`src/rtl/y86_mem_requester.sv`:
```
// Memory-stage initiator for the Y86 sequential core: decodes one operation,
// runs a req/gnt/rvalid transaction with timeout, and reports valM and an error flag.
module y86_mem_requester #(
  parameter int unsigned ADDR_LIMIT = 1024,
  parameter int unsigned TIMEOUT    = 15
) (
  input  logic        clk,
  input  logic        reset,
  input  logic        start,
  input  logic [3:0]  icode,
  input  logic [63:0] valA,
  input  logic [63:0] valE,
  input  logic [63:0] valP,
  output logic        busy,
  output logic        done,
  output logic [63:0] valM,
  output logic        mem_error,
  output logic        mem_req,
  output logic        mem_we,
  output logic [63:0] mem_addr,
  output logic [63:0] mem_wdata,
  input  logic        mem_gnt,
  input  logic        mem_rvalid,
  input  logic [63:0] mem_rdata
);

  localparam int unsigned CW = ($clog2(TIMEOUT + 1) > 4) ? $clog2(TIMEOUT + 1) : 4;

  typedef enum logic [2:0] {
    S_IDLE,
    S_CHECK,
    S_REQ,
    S_RWAIT,
    S_DONE
  } state_e;

  state_e          state_q, state_d;
  logic [CW-1:0]   cnt_q, cnt_d;
  logic            acc_q, acc_d;
  logic            busy_q, busy_d;
  logic            done_q, done_d;
  logic [63:0]     valm_q, valm_d;
  logic            err_q, err_d;
  logic            req_q, req_d;
  logic            we_q, we_d;
  logic [63:0]     addr_q, addr_d;
  logic [63:0]     wdata_q, wdata_d;
  logic            addr_bad_c;
  logic            tmo_c;

  assign addr_bad_c = (addr_q >= 64'(ADDR_LIMIT));
  assign tmo_c      = (cnt_q == CW'(TIMEOUT - 1));

  // Next-state, capture and status logic
  always_comb begin
    state_d = state_q;
    cnt_d   = cnt_q;
    acc_d   = acc_q;
    valm_d  = valm_q;
    err_d   = err_q;
    we_d    = we_q;
    addr_d  = addr_q;
    wdata_d = wdata_q;

    unique case (state_q)
      S_IDLE: begin
        if (start) begin
          state_d = S_CHECK;
          err_d   = 1'b0;
          cnt_d   = '0;
          acc_d   = 1'b1;
          we_d    = 1'b0;
          addr_d  = 64'd0;
          wdata_d = 64'd0;
          case (icode)
            4'h4: begin we_d = 1'b1; addr_d = valE; wdata_d = valA; end
            4'h8: begin we_d = 1'b1; addr_d = valE; wdata_d = valP; end
            4'hA: begin we_d = 1'b1; addr_d = valE; wdata_d = valA; end
            4'h5: addr_d = valE;
            4'h9, 4'hB: addr_d = valA;
            default: acc_d = 1'b0;
          endcase
        end
      end
      S_CHECK: begin
        if (!acc_q || addr_bad_c) begin
          state_d = S_DONE;
          err_d   = acc_q;
        end else begin
          state_d = S_REQ;
          cnt_d   = '0;
        end
      end
      S_REQ: begin
        if (mem_gnt) begin
          cnt_d = '0;
          if (we_q) begin
            state_d = S_DONE;
            err_d   = 1'b0;
          end else begin
            state_d = S_RWAIT;
          end
        end else if (tmo_c) begin
          state_d = S_DONE;
          err_d   = 1'b1;
        end else begin
          cnt_d = cnt_q + CW'(1);
        end
      end
      S_RWAIT: begin
        if (mem_rvalid) begin
          state_d = S_DONE;
          valm_d  = mem_rdata;
          err_d   = 1'b0;
        end else if (tmo_c) begin
          state_d = S_DONE;
          err_d   = 1'b1;
        end else begin
          cnt_d = cnt_q + CW'(1);
        end
      end
      S_DONE:  state_d = S_IDLE;
      default: state_d = S_IDLE;
    endcase

    // Outputs registered from the next state so they align with it
    busy_d = (state_d != S_IDLE);
    done_d = (state_d == S_DONE);
    req_d  = (state_d == S_REQ);
  end

  always_ff @(posedge clk or posedge reset) begin
    if (reset) begin
      state_q <= S_IDLE;
      cnt_q   <= '0;
      acc_q   <= 1'b0;
      busy_q  <= 1'b0;
      done_q  <= 1'b0;
      valm_q  <= 64'd0;
      err_q   <= 1'b0;
      req_q   <= 1'b0;
      we_q    <= 1'b0;
      addr_q  <= 64'd0;
      wdata_q <= 64'd0;
    end else begin
      state_q <= state_d;
      cnt_q   <= cnt_d;
      acc_q   <= acc_d;
      busy_q  <= busy_d;
      done_q  <= done_d;
      valm_q  <= valm_d;
      err_q   <= err_d;
      req_q   <= req_d;
      we_q    <= we_d;
      addr_q  <= addr_d;
      wdata_q <= wdata_d;
    end
  end

  assign busy      = busy_q;
  assign done      = done_q;
  assign valM      = valm_q;
  assign mem_error = err_q;
  assign mem_req   = req_q;
  assign mem_we    = we_q;
  assign mem_addr  = addr_q;
  assign mem_wdata = wdata_q;

endmodule

```
`config.mk`:
```
export PLATFORM = sky130hd
export DESIGN_NAME = y86_mem_requester
export DESIGN_NICKNAME = d
export VERILOG_FILES = /design/src/rtl/y86_mem_requester.sv
export SDC_FILE = /design/constraint.sdc
export NUM_CORES = 1
export LEC_CHECK = 0
export CAP_MARGIN = 20
export CORE_AREA = 5 5 176 178
export CTS_CLUSTER_DIAMETER = 80
export CTS_CLUSTER_SIZE = 28
export DETAILED_ROUTE_END_ITERATION = 16
export DIE_AREA = 0 0 181 183
export HOLD_SLACK_MARGIN = 0.1
export PLACE_DENSITY = 0.65
export SLEW_MARGIN = 20
export SYNTH_ARGS = -nofsm -noshare
export SYNTH_HDL_FRONTEND = slang
export SYNTH_SLANG_ARGS = --single-unit
```
`constraint.sdc`:
```
create_clock -name clk -period 8.5 [get_ports clk]
set_clock_uncertainty 0.05 [all_clocks]
set_input_delay 2.125 -clock clk [delete_from_list [all_inputs] [get_ports clk]]
set_output_delay 2.125 -clock clk [all_outputs]
set_load 0.1 [all_outputs]
```
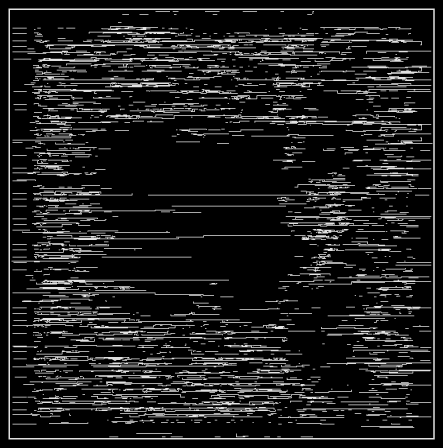
Figure 1: signal wires on met1.
- share of all routed wire: 39%
- main direction: horizontal
- nets with wire on the layer: 1294

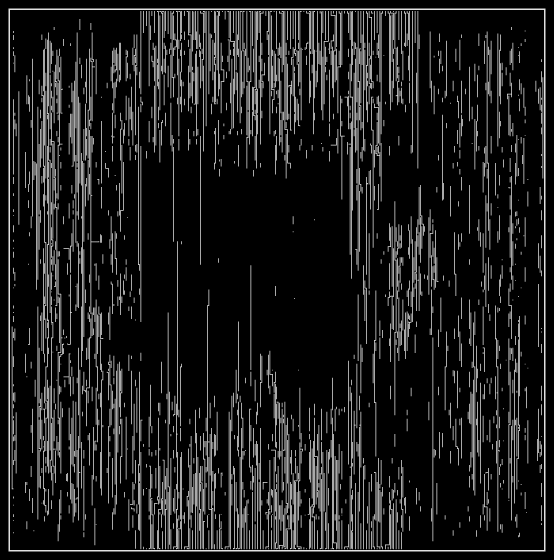
Figure 2: M2 wires.
- longest straight run: 72.1 µm
- wire length on this layer: 16200 µm
- main direction: vertical
- share of all routed wire: 48%
- nets with wire on the layer: 1269
WL final: 33.64 mm
routed vias: 8080
met2 Use GR: 32.38%

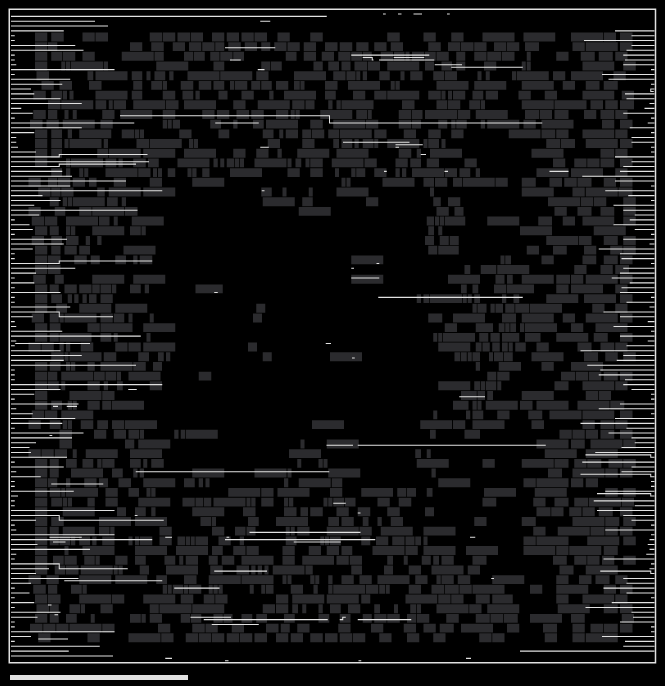
Figure 3: M3 wires.
Scale bar: 50 µm.
- nets with wire on the layer: 296
- wire length on this layer: 3420 µm
met3 Use GR: 7.001%

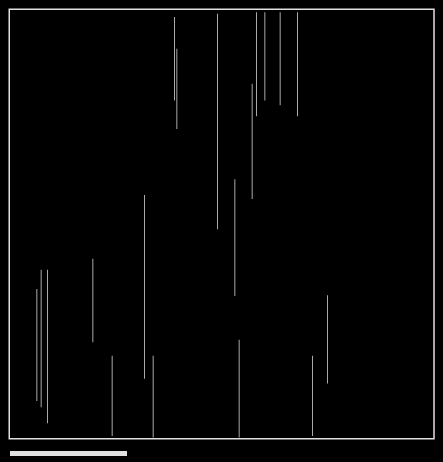
Figure 4: the metal 4 layer.
Scale bar: 50 µm.
- share of all routed wire: 2.7%
- nets with wire on the layer: 18
- main direction: vertical
- wire length on this layer: 892 µm
- longest straight run: 91.8 µm

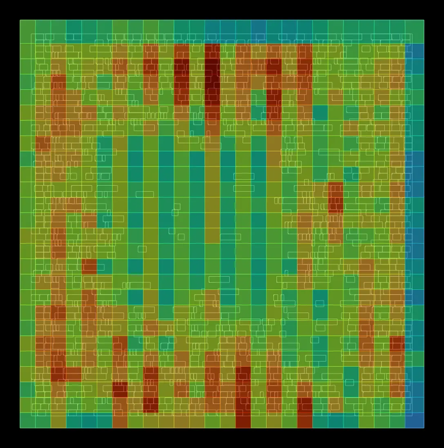
Figure 5: routing congestion map.
gr usage total: 19.35%
Most Crowded Layer GR: met2
final core occ: 49.01%
Routed WL per cell: 20.68 µm
routing usage on met1: 23.90%

==> results_dict.tcl <==
# place-and-route summary
set metrics [dict create \
    run_status "finished clean" \
    fin_crit_ps 4444 \
    layout_top_cell "clkdlybuf4s50_1" \
    p_leak_nw 5.914 \
    io_buffers 461 \
    top_cell_area_share_pct 56.83 \
    die_area_um2 33120 \
    cpMaxStageDelayCell "or3_4" \
    root_buffer "clkbuf_16" \
    p_seq_share_pct 37.9 \
    ys.flops 205 \
    power.total_mw 3.051 \
    max_stage_delay_ps 760 \
    cap_violations 0 \
    dominantRegCellSynth "dfrtp_1" \
    ant_nets 0 \
    hold_buffers 0 \
    crit_end "mem_wdata[60]" \
    switching_share_pct 44.52 \
    worstHoldPathType "reg2reg" \
    seq_power_mw 1.16 \
    grt_max_degree 93 \
    numCtsBuffers 12 \
    pin_count 462 \
    dieHeight_um 183 \
    cellPowerDensity_nw_per_um2 212.9 \
]
through the flow:
stage / hold slack [ps] / cell area (µm²) / setup slack, ps
final: 435.4 / 14330 / 4056
after CTS: 440.2 / 14330 / 4015
after global placement: 409.8 / 13950 / 3492
after global routing: 455.5 / 14330 / 3900
after detailed placement: 415.9 / 13950 / 3509
after floorplan: 435.1 / 9026 / 729.2
layer usage:
metal | global-route usage (%) | up-vias | wire, µm
li1 | - | 3792 | -
met4 | 5.224 | 0 | 891
met1 | 23.90 | 3878 | 13110
met2 | 32.38 | 368 | 16220
met5 | 0 | - | 0
met3 | 7.001 | 42 | 3422
final cells by class:
cell class | instances | area share, %
flip-flops and latches | 205 | 35.79
repair buffers | 470 | 32.66
multi-input cells | 539 | 25.32
well taps | 390 | 3.404
clock buffers | 13 | 2.270
clock inverters | 6 | 0.3841
inverters | 4 | 0.1659
synthesized netlist by cell type, drive strengths merged, types with 4 or more instances:
master  count
dfrtp     205
nor2      137
nand2      77
o21ai      71
a221oi     64
a22oi      64
mux2       64
clkbuf     35
buf        28
nor4       14
a21oi       9
nand4       5
nand2b      4
nor3b       4
cell families (layout without fill, tap and decap cells):
| family | count (synthesis) | after routing |
|---|---|---|
| AND-OR/OR-AND | 220 | 220 |
| adder cells (fa/ha/maj) | 2 | 2 |
| buffers and inverters | 67 | 493 |
| flip-flops | 205 | 205 |
| multiplexers | 64 | 64 |
| AND/OR/NAND/NOR | 253 | 253 |
registers in the layout (all words and copies together) (netlist names):
signal and count:
cnt_q 4, acc_q 1, valM 64, mem_error 1
done 1, state_q 3, mem_we 1, busy 1
mem_req 1, mem_wdata 64, mem_addr 64
